Figure 1. Zoomed window (run 1).
Window x 232 to 252, y 233 to 253 um. Cells in grey, sequential cells in the stronger grey; small squares are vias.
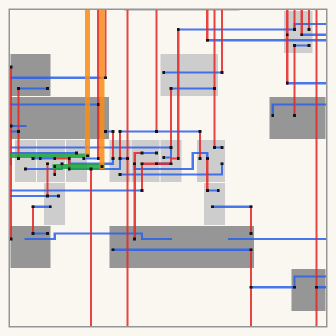
Figure 2. Placement density heat map (run 1).
32 x 32 tiles, from white (low) to dark blue (high), 0 to 100% covered.
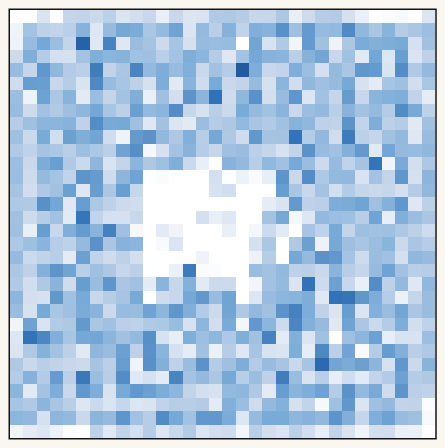
Figure 3. Cells by drive strength (run 1).
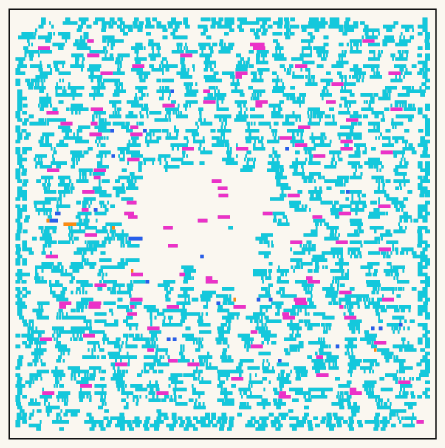
Figure 4. Cell placement (run 1).
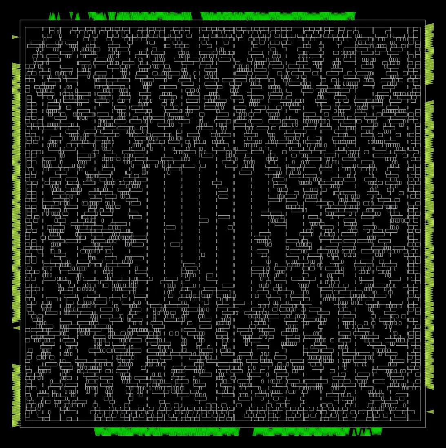
**src/rtl/toy_bus_ddec_node_ack_buf.sv**
```systemverilog
// ============================================================================
// Module  : toy_bus_ddec_node_ack_buf
// Brief   : 2-entry elastic ack buffer that routes each flit by tgt_id to
//           one of two arbiter inputs. Optional tgt_id legality check is
//           enabled by defining TOY_BUS_DDEC_ERR_CHK_EN.
// Revision: 1.0 - initial release
// ============================================================================
`default_nettype none

module toy_bus_ddec_node_ack_buf #(
  parameter int                      DATA_W        = 256,
  parameter int                      SB_W          = 10,
  parameter int                      ID_W          = 4,
  parameter logic [(1<<ID_W)-1:0]    OUT1_TGT_MAP  = 16'h0000,
  parameter logic [(1<<ID_W)-1:0]    VALID_TGT_MAP = 16'hFFFF
) (
  input  logic              clk,
  input  logic              rst_n,
  input  logic              in0_vld,
  output logic              in0_rdy,
  input  logic              in0_opcode,
  input  logic [DATA_W-1:0] in0_data,
  input  logic [SB_W-1:0]   in0_sideband,
  input  logic [ID_W-1:0]   in0_src_id,
  input  logic [ID_W-1:0]   in0_tgt_id,
  output logic              out0_vld,
  input  logic              out0_rdy,
  output logic              out0_opcode,
  output logic [DATA_W-1:0] out0_data,
  output logic [SB_W-1:0]   out0_sideband,
  output logic [ID_W-1:0]   out0_src_id,
  output logic [ID_W-1:0]   out0_tgt_id,
  output logic              out1_vld,
  input  logic              out1_rdy,
  output logic              out1_opcode,
  output logic [DATA_W-1:0] out1_data,
  output logic [SB_W-1:0]   out1_sideband,
  output logic [ID_W-1:0]   out1_src_id,
  output logic [ID_W-1:0]   out1_tgt_id,
  output logic              err_unmapped
);

  logic              opcode_q   [2];
  logic [DATA_W-1:0] data_q     [2];
  logic [SB_W-1:0]   sideband_q [2];
  logic [ID_W-1:0]   src_id_q   [2];
  logic [ID_W-1:0]   tgt_id_q   [2];
  logic              route_q    [2];

  logic       wr_ptr_q, wr_ptr_d;
  logic       rd_ptr_q, rd_ptr_d;
  logic [1:0] count_q,  count_d;
  logic       rdy_q,    rdy_d;
  logic       err_q,    err_d;

  logic w_push;
  logic w_legal;
  logic w_wr;
  logic w_pop;
  logic w_head_route;

  assign w_push = in0_vld & rdy_q;

`ifdef TOY_BUS_DDEC_ERR_CHK_EN
  assign w_legal = VALID_TGT_MAP[in0_tgt_id];
`else
  logic w_unused_valid_map;
  assign w_unused_valid_map = ^VALID_TGT_MAP;
  assign w_legal            = 1'b1;
`endif

  // An illegal flit is still handshaken upstream, it just never lands in storage.
  assign w_wr         = w_push & w_legal;
  assign w_head_route = route_q[rd_ptr_q];

  assign out0_vld = (count_q != 2'd0) & ~w_head_route;
  assign out1_vld = (count_q != 2'd0) &  w_head_route;
  assign w_pop    = (out0_vld & out0_rdy) | (out1_vld & out1_rdy);

  always_comb begin
    wr_ptr_d = wr_ptr_q;
    rd_ptr_d = rd_ptr_q;
    count_d  = count_q;
    err_d    = err_q;
    if (w_wr)  wr_ptr_d = ~wr_ptr_q;
    if (w_pop) rd_ptr_d = ~rd_ptr_q;
    unique case ({w_wr, w_pop})
      2'b10:   count_d = count_q + 2'd1;
      2'b01:   count_d = count_q - 2'd1;
      default: count_d = count_q;
    endcase
    rdy_d = (count_d < 2'd2);
`ifdef TOY_BUS_DDEC_ERR_CHK_EN
    if (w_push & ~w_legal) err_d = 1'b1;
`endif
  end

  always_ff @(posedge clk or negedge rst_n) begin
    if (!rst_n) begin
      wr_ptr_q <= 1'b0;
      rd_ptr_q <= 1'b0;
      count_q  <= 2'd0;
      rdy_q    <= 1'b1;
      err_q    <= 1'b0;
      for (int i = 0; i < 2; i++) begin
        opcode_q[i]   <= 1'b0;
        data_q[i]     <= '0;
        sideband_q[i] <= '0;
        src_id_q[i]   <= '0;
        tgt_id_q[i]   <= '0;
        route_q[i]    <= 1'b0;
      end
    end else begin
      wr_ptr_q <= wr_ptr_d;
      rd_ptr_q <= rd_ptr_d;
      count_q  <= count_d;
      rdy_q    <= rdy_d;
      err_q    <= err_d;
      if (w_wr) begin
        opcode_q[wr_ptr_q]   <= in0_opcode;
        data_q[wr_ptr_q]     <= in0_data;
        sideband_q[wr_ptr_q] <= in0_sideband;
        src_id_q[wr_ptr_q]   <= in0_src_id;
        tgt_id_q[wr_ptr_q]   <= in0_tgt_id;
        route_q[wr_ptr_q]    <= OUT1_TGT_MAP[in0_tgt_id];
      end
    end
  end

  assign in0_rdy      = rdy_q;
  assign err_unmapped = err_q;

  // Both ports always present the head; only the matching vld qualifies it.
  assign out0_opcode   = opcode_q[rd_ptr_q];
  assign out0_data     = data_q[rd_ptr_q];
  assign out0_sideband = sideband_q[rd_ptr_q];
  assign out0_src_id   = src_id_q[rd_ptr_q];
  assign out0_tgt_id   = tgt_id_q[rd_ptr_q];
  assign out1_opcode   = opcode_q[rd_ptr_q];
  assign out1_data     = data_q[rd_ptr_q];
  assign out1_sideband = sideband_q[rd_ptr_q];
  assign out1_src_id   = src_id_q[rd_ptr_q];
  assign out1_tgt_id   = tgt_id_q[rd_ptr_q];

endmodule

`default_nettype wire

```
**config.mk**
```make
export PLATFORM = sky130hd
export DESIGN_NAME = toy_bus_ddec_node_ack_buf
export DESIGN_NICKNAME = d
export VERILOG_FILES = /design/src/rtl/toy_bus_ddec_node_ack_buf.sv
export SDC_FILE = /design/constraint.sdc
export NUM_CORES = 1
export LEC_CHECK = 0
export ABC_AREA = 1
export CELL_PAD_IN_SITES_DETAIL_PLACEMENT = 0
export CELL_PAD_IN_SITES_GLOBAL_PLACEMENT = 1
export CORE_AREA = 4 4 318 320
export DETAILED_ROUTE_END_ITERATION = 10
export DIE_AREA = 0 0 322 324
export MAX_ROUTING_LAYER = met4
export PLACE_DENSITY_LB_ADDON = 0.05
export SLEW_MARGIN = 20
export SYNTH_ARGS = -nofsm -noshare
export SYNTH_HDL_FRONTEND = slang
export SYNTH_SLANG_ARGS = --single-unit
```
**constraint.sdc**
```tcl
create_clock -name clk -period 5.3 [get_ports clk]
set_input_delay 0.795 -clock clk [delete_from_list [all_inputs] [get_ports clk]]
set_output_delay 0.795 -clock clk [all_outputs]
set_load 0.02 [all_outputs]
```
==> flow_summary.ini, run 1 <==
; yosys + openroad results
[run_status]
status = completed

[power]
clockPowerShare = 0.169
p_clk_w = 0.00466
maxPowerGroup = combinational cells
power.density_mw_per_mm2 = 769.3
irDropWorstVdd_mv = 0.3465
p_leak_nw = 16.38
p_int_w = 0.01550
p_sw_frac = 0.4368
p_sw_w = 0.01203
report.power.total_w = 0.02753
p_seq_w = 0.00708
powerComb_w = 0.0158
p_comb_frac = 0.573
p_seq_frac = 0.257

[global_routing]
grt_antenna_before_repair = 42
first_global_vias = 21940
grt_pass1_wl_um = 139100
grt_use_met2 = 0.3084
overflow = 0
met1_usage = 0.2080
grt_max_degree = 157
gr-usage-all-layers = 0.1802
gr-usage-met3 = 0.04374
grt-busiest-layer = met2

[worst_setup_path]
endpoint_kind = primary output
worstReg2RegEnd = data_q[182]
cp_top_family = buffers and inverters
critical_path.cell_chain = buf_4 -> nand2_1 -> o21ai_0 -> clkdlybuf4s50_1
r2r_start = in0_rdy
slowest_stage = clkdlybuf4s50_1
cp_num_cells = 4
cpPeakStageDelay_ps = 710
critical_path.max_fanout = 73
cp.buffers_inverters = 2
rr_worst_depth = 5
r2r_slack_ps = 2610
crit_type = flip-flop to primary output
crit_path_start_kind = flip-flop
cp-endpoint = out0_data[59]
arrival_ps = 3040
critPathRequiredTime_ps = 4510
startpoint = rd_ptr_q

[timing]
layout_setup_ws_ps = 1462
hold_violations = 0
final_max_slew_viol_count = 0
fmax_mhz = 260.5
final.setup.tns_ps = 0
finalCritPeriodShare = 0.7242
clock_skew_ps = 16.30
grt_setup_unrepaired = false
tightestPinTransition_ps = 998.7
maxSlewHeadroom = 0.3342
setup_violations = 0
min_period_ps = 3838
hold_slack_ps = 233.4

[final_layout]
top_regs = data_q x512, sideband_q x20
fin_area_sq_mm = 0.03579
dominant_cells = sequential cells
largest_reg_flops = 512
nets = 4011
fill_cells = 10140
inverters = 283
clock_area_frac = 0.06251
buffers = 865
lay_top_count = nand2_1
final_layout_top_logic_cells = nand2_1 (1387), clkdlybuf4s50_1 (831), dfrtp_1 (555)
logic_area_sq_mm = 0.008077
seq_share = 0.3896
regMostFlops = data_q
comb_area_frac = 0.2257
nClkBuffers = 113
syn_to_final_growth_pct = 36.69
logic_gates = 1953
fin_util = 0.3647
non_clock_buffer_area_share = 0.2447
n_antenna_cell = 38
drive_gt1_frac = 0.03653
seqCellArea_sq_mm = 0.01394

[yosys]
xor_share = 0.001004
syn-num-nets = 3532
numSynthFlops = 557
ys_top_logic_family = simple AND/OR/NAND/NOR gates
syn_avg_cell_area_sq_um = 8.054
netlist_instances = 3251
synth.distinct_cells = 23
synth_chip_area_sq_mm = 0.02618
ys_seq_share = 0.5324
syn_area_sq_mm = 0.02618
ys_cells = 3251
simple_gate_share = 0.2007
synth.area.mux_share = 0
ys_sh_aoi = 0.1057
yosysWarnings = 0
synthAdderAreaFrac = 0.0004779

[clocking]
cts-root-buf = clkbuf_16
cts_resized = 0
cts.sinks = 557
cts_tree = done
cts.clk_slew.worst_paths_ps = 60
postCtsSetupBuffers = 0
ctsHoldBuffers = 0
cts.path.max_buffers = 3
cts_buffers = 70
h-tree-depth = 3
clock_latency_ps = 600

[drt]
wire_per_inst_um = 18.48
ant_nets = 0
drc = 0
wl_met3_um = 5649
met2WireLength_um = 47980
via_per_inst = 4.309
highest_layer = met4
drt_iter0_drc = 1268
met1_length_um = 38490
routed-via-count = 21990
wirelength_um = 94320
firstDrtPassIters = 7

[floorplanning]
fp-utilization = 0.2668
dieHeight_um = 324
coreArea_sq_mm = 0.09813
io_pins = 834
chip_area_sq_mm = 0.1043
die_w_um = 322

[flow_run]
warning_count = 42
cap_violations = 0

[place]
portBuffers = 832
hpwl_um = 65520
gp_congestion = 0.7971
dp_slack_ps = 1653
place_inst = 4945
place_area_sq_mm = 0.03346

[hold_path]
hold_class = input port to async pin
Notes on Figure 1 above:
legend:
  green:
    layer: metal 3
  orange:
    layer: metal 4
  blue:
    layer: metal 1
  red:
    layer: metal 2
cells with their middle in the window: 13
sequential cells in the window: 2
netlist names of flops here include: data_q (2)
most frequent: nand2_1 (4), o21ai_0 (4)

Notes on Figure 2 above:
tiles over 75% full: 0.30%
emptiest ninth of the die: middle
mean over tiles: 33%

Notes on Figure 3 above:
legend:
  blue:
    size: _3 and _4 cells
    cells: 22
    share: 0.58%
  magenta:
    size: _6 and larger
    cells: 110
    share: 2.9%
  orange:
    size: _2 cells
    cells: 6
    share: 0.16%
  cyan:
    size: _0 and _1 cells
    cells: 3640
    share: 96%

Notes on Figure 4 above:
# rows: 115
flop count: 557
# Taps: 1287
Post-Layout Cell Count: 5103

## run 1: synthesized netlist by cell type
library cell  count  area (sq um)
ha_1              1         12.51
nand3_2           1         10.01
conb_1            1         3.750
buf_1             2         7.510
inv_2             1         3.750
buf_4           301          2260
nand2_2           1         6.260
xor2_1            1         8.760
xnor2_1           2         17.52
nand2_1        1387          5206
inv_1           282          1059
nand3_1           3         15.01
nor2_2            1         6.260
nor2_1            1         3.750
buf_2            94         470.5
a21oi_1           3         15.01
or2_2             1         6.260
o21ai_1          33         165.2
buf_6            20         225.2
dfrtp_1         556         13910
o21ai_0         517          2587
clkbuf_1         41         153.9
dfstp_2           1         26.28
==> run 2, diff against run 1 <==
- CORE_AREA: 4 4 318 320 -> 4 4 319 321
- DIE_AREA: 0 0 322 324 -> 0 0 323 325
- clock period: 5.3 -> 3.1 ns (I/O delays scaled with it)
Figure 5. Ports around the boundary (run 2).
Scale bar: 100 um. Pins as bars across the die edge, other pins in grey.
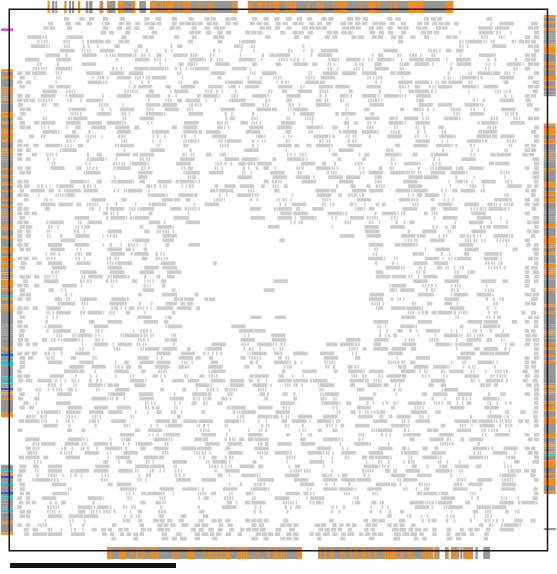
legend:
  magenta:
    port: clk
    pins: 1
    direction: input
    edge: left
  blue:
    port: in0_tgt_id
    pins: 4
    direction: input
    edge: left
  orange:
    port: in0_data
    pins: 256
    direction: input
    edge: 73 top, 72 bottom, 65 right, 46 left
  cyan:
    port: out0_sideband
    pins: 10
    direction: output
    edge: 9 left, 1 right

==> flow_summary.ini, run 2 <==
; yosys + openroad results
[worst_setup_path]
crit_path_start_kind = flip-flop
critical_path.max_fanout = 10
critPathRequiredTime_ps = 2630
crit_type = flip-flop to primary output
cp-endpoint = out1_data[138]
startpoint = rd_ptr_q
r2r_start = rd_ptr_q
endpoint_kind = primary output
rr_worst_depth = 12
cp.buffers_inverters = 2
worstReg2RegEnd = in0_rdy
r2r_slack_ps = 890
cp_top_family = buffers and inverters
slowest_stage = clkdlybuf4s50_1
critical_path.cell_chain = buf_4 -> o21ai_0 -> clkdlybuf4s50_1
cp_num_cells = 3
arrival_ps = 2560
cpPeakStageDelay_ps = 710

[floorplanning]
die_w_um = 323
coreArea_sq_mm = 0.09928
chip_area_sq_mm = 0.1050
io_pins = 834
dieHeight_um = 325
fp-utilization = 0.2637

[yosys]
synth_chip_area_sq_mm = 0.02618
top_area_frac = 0.5314
area_leaders = dfrtp_1 (53%), nand2_1 (20%), o21ai_0 (9.9%), buf_4 (8.6%), inv_1 (4.0%)
yosys_most_used_dff = dfrtp_1
ys_sh_aoi = 0.1057
synthAdderAreaFrac = 0.0004779
ys_top_logic_family = simple AND/OR/NAND/NOR gates
synth.area.mux_share = 0
yosysWarnings = 0
synth.distinct_cells = 23
largest_area_cell = dfrtp_1
netlist_instances = 3251
ys_cells = 3251
ys_seq_share = 0.5324
syn-num-nets = 3532
simple_gate_share = 0.2007
xor_share = 0.001004
syn_avg_cell_area_sq_um = 8.054
ys_async_sr_fraction = 1.000
edf_count = 0
syn_area_sq_mm = 0.02618
numSynthFlops = 557
synth.top_cells.by_count = nand2_1 (1387), dfrtp_1 (556), o21ai_0 (517)

[timing]
tightestPinTransition_ps = 594.2
setup_violations = 0
final.setup.tns_ps = 0
finalCritPeriodShare = 0.9756
final_max_slew_viol_count = 0
fmax_mhz = 330.6
hold_violations = 0
clock_skew_ps = 18.89
min_period_ps = 3024
maxSlewHeadroom = 0.6038
hold_slack_ps = 425.3
layout_setup_ws_ps = 75.61
grt_setup_unrepaired = true

[drt]
wire_per_inst_um = 18.60
wl_met3_um = 6128
met1_length_um = 39080
via_per_inst = 4.325
highest_layer = met4
drc = 0
wirelength_um = 96930
ant_nets = 0
firstDrtPassIters = 6
routed-via-count = 22540
drt_iter0_drc = 1384
met2WireLength_um = 49240

[global_routing]
grt_use_met2 = 0.3159
gr-usage-all-layers = 0.1857
first_global_vias = 22770
met1_usage = 0.2142
overflow = 0
gr-usage-met3 = 0.04430
grt-busiest-layer = met2
grt_antenna_before_repair = 41
grt_max_degree = 101
grt_pass1_wl_um = 144500

[clocking]
cts.clk_slew.worst_paths_ps = 60
cts.path.max_buffers = 3
cts_tree = done
h-tree-depth = 3
ctsHoldBuffers = 1
cts-root-buf = clkbuf_16
clock_latency_ps = 610
cts_resized = 226
postCtsSetupBuffers = 4
cts.sinks = 557

[place]
place_area_sq_mm = 0.03428
hpwl_um = 69200
gp_congestion = 0.8263
dp_slack_ps = 340.9
place_inst = 5046
portBuffers = 832

[power]
p_leak_nw = 17.84
irDropWorstVdd_mv = 0.6191
power.density_mw_per_mm2 = 1295
report.power.total_w = 0.04744

[final_layout]
regMostFlops = data_q
final_layout_top_logic_cells = nand2_1 (1387), clkdlybuf4s50_1 (649), dfrtp_1 (555)
lay_top_count = nand2_1
fin_area_sq_mm = 0.03663
finalNonFillerCells = 5211
top_regs = data_q x512, sideband_q x20
nets = 4106
largest_reg_flops = 512
drive_gt1_frac = 0.06247
syn_to_final_growth_pct = 39.91

[run_status]
status = completed

[flow_run]
warning_count = 30
cap_violations = 0

[hold_path]
hold_class = input port to async pin
Figure 6. Cell placement (run 2).
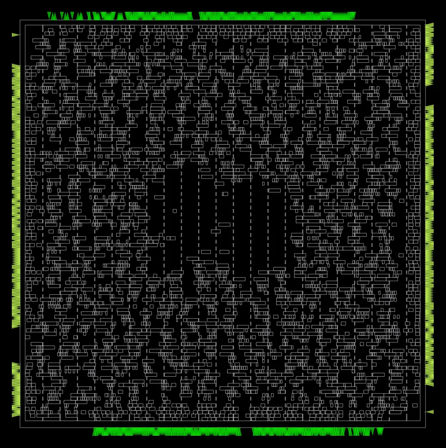
# Taps: 1298
Layout fillers: 10220
# rows: 116
final core occ: 0.3690

run 2: netlist changes by cell type in the layout (fill, tap and decap cells not counted), sizes merged:
cell	delta
clkinv	+6
dlymetal6s2s	+46
dlygate4sd3	+1
clkdlybuf4s50	-182
inv	+1
buf	+94
dlygate4sd2	+136
clkbuf	-6
diode	+1
run 2: area by class of cell:
type                    instances  area [sq um]
inverters                     283          1070
multi-input cells            1953          8099
diodes                         39         97.59
fillers                     10220         62640
clock buffers                 107          2083
repair buffers                960          9597
well taps                    1298          1624
clock inverters                14         117.6
flip-flops and latches        557         13940
run 2: power by group:
part           switching (W)  internal [W]
Clock                0.00320       0.00470
Sequential           0.00142        0.0107
Combinational         0.0163        0.0111
Total                 0.0209        0.0266
Power and IR drop assume default switching activity.
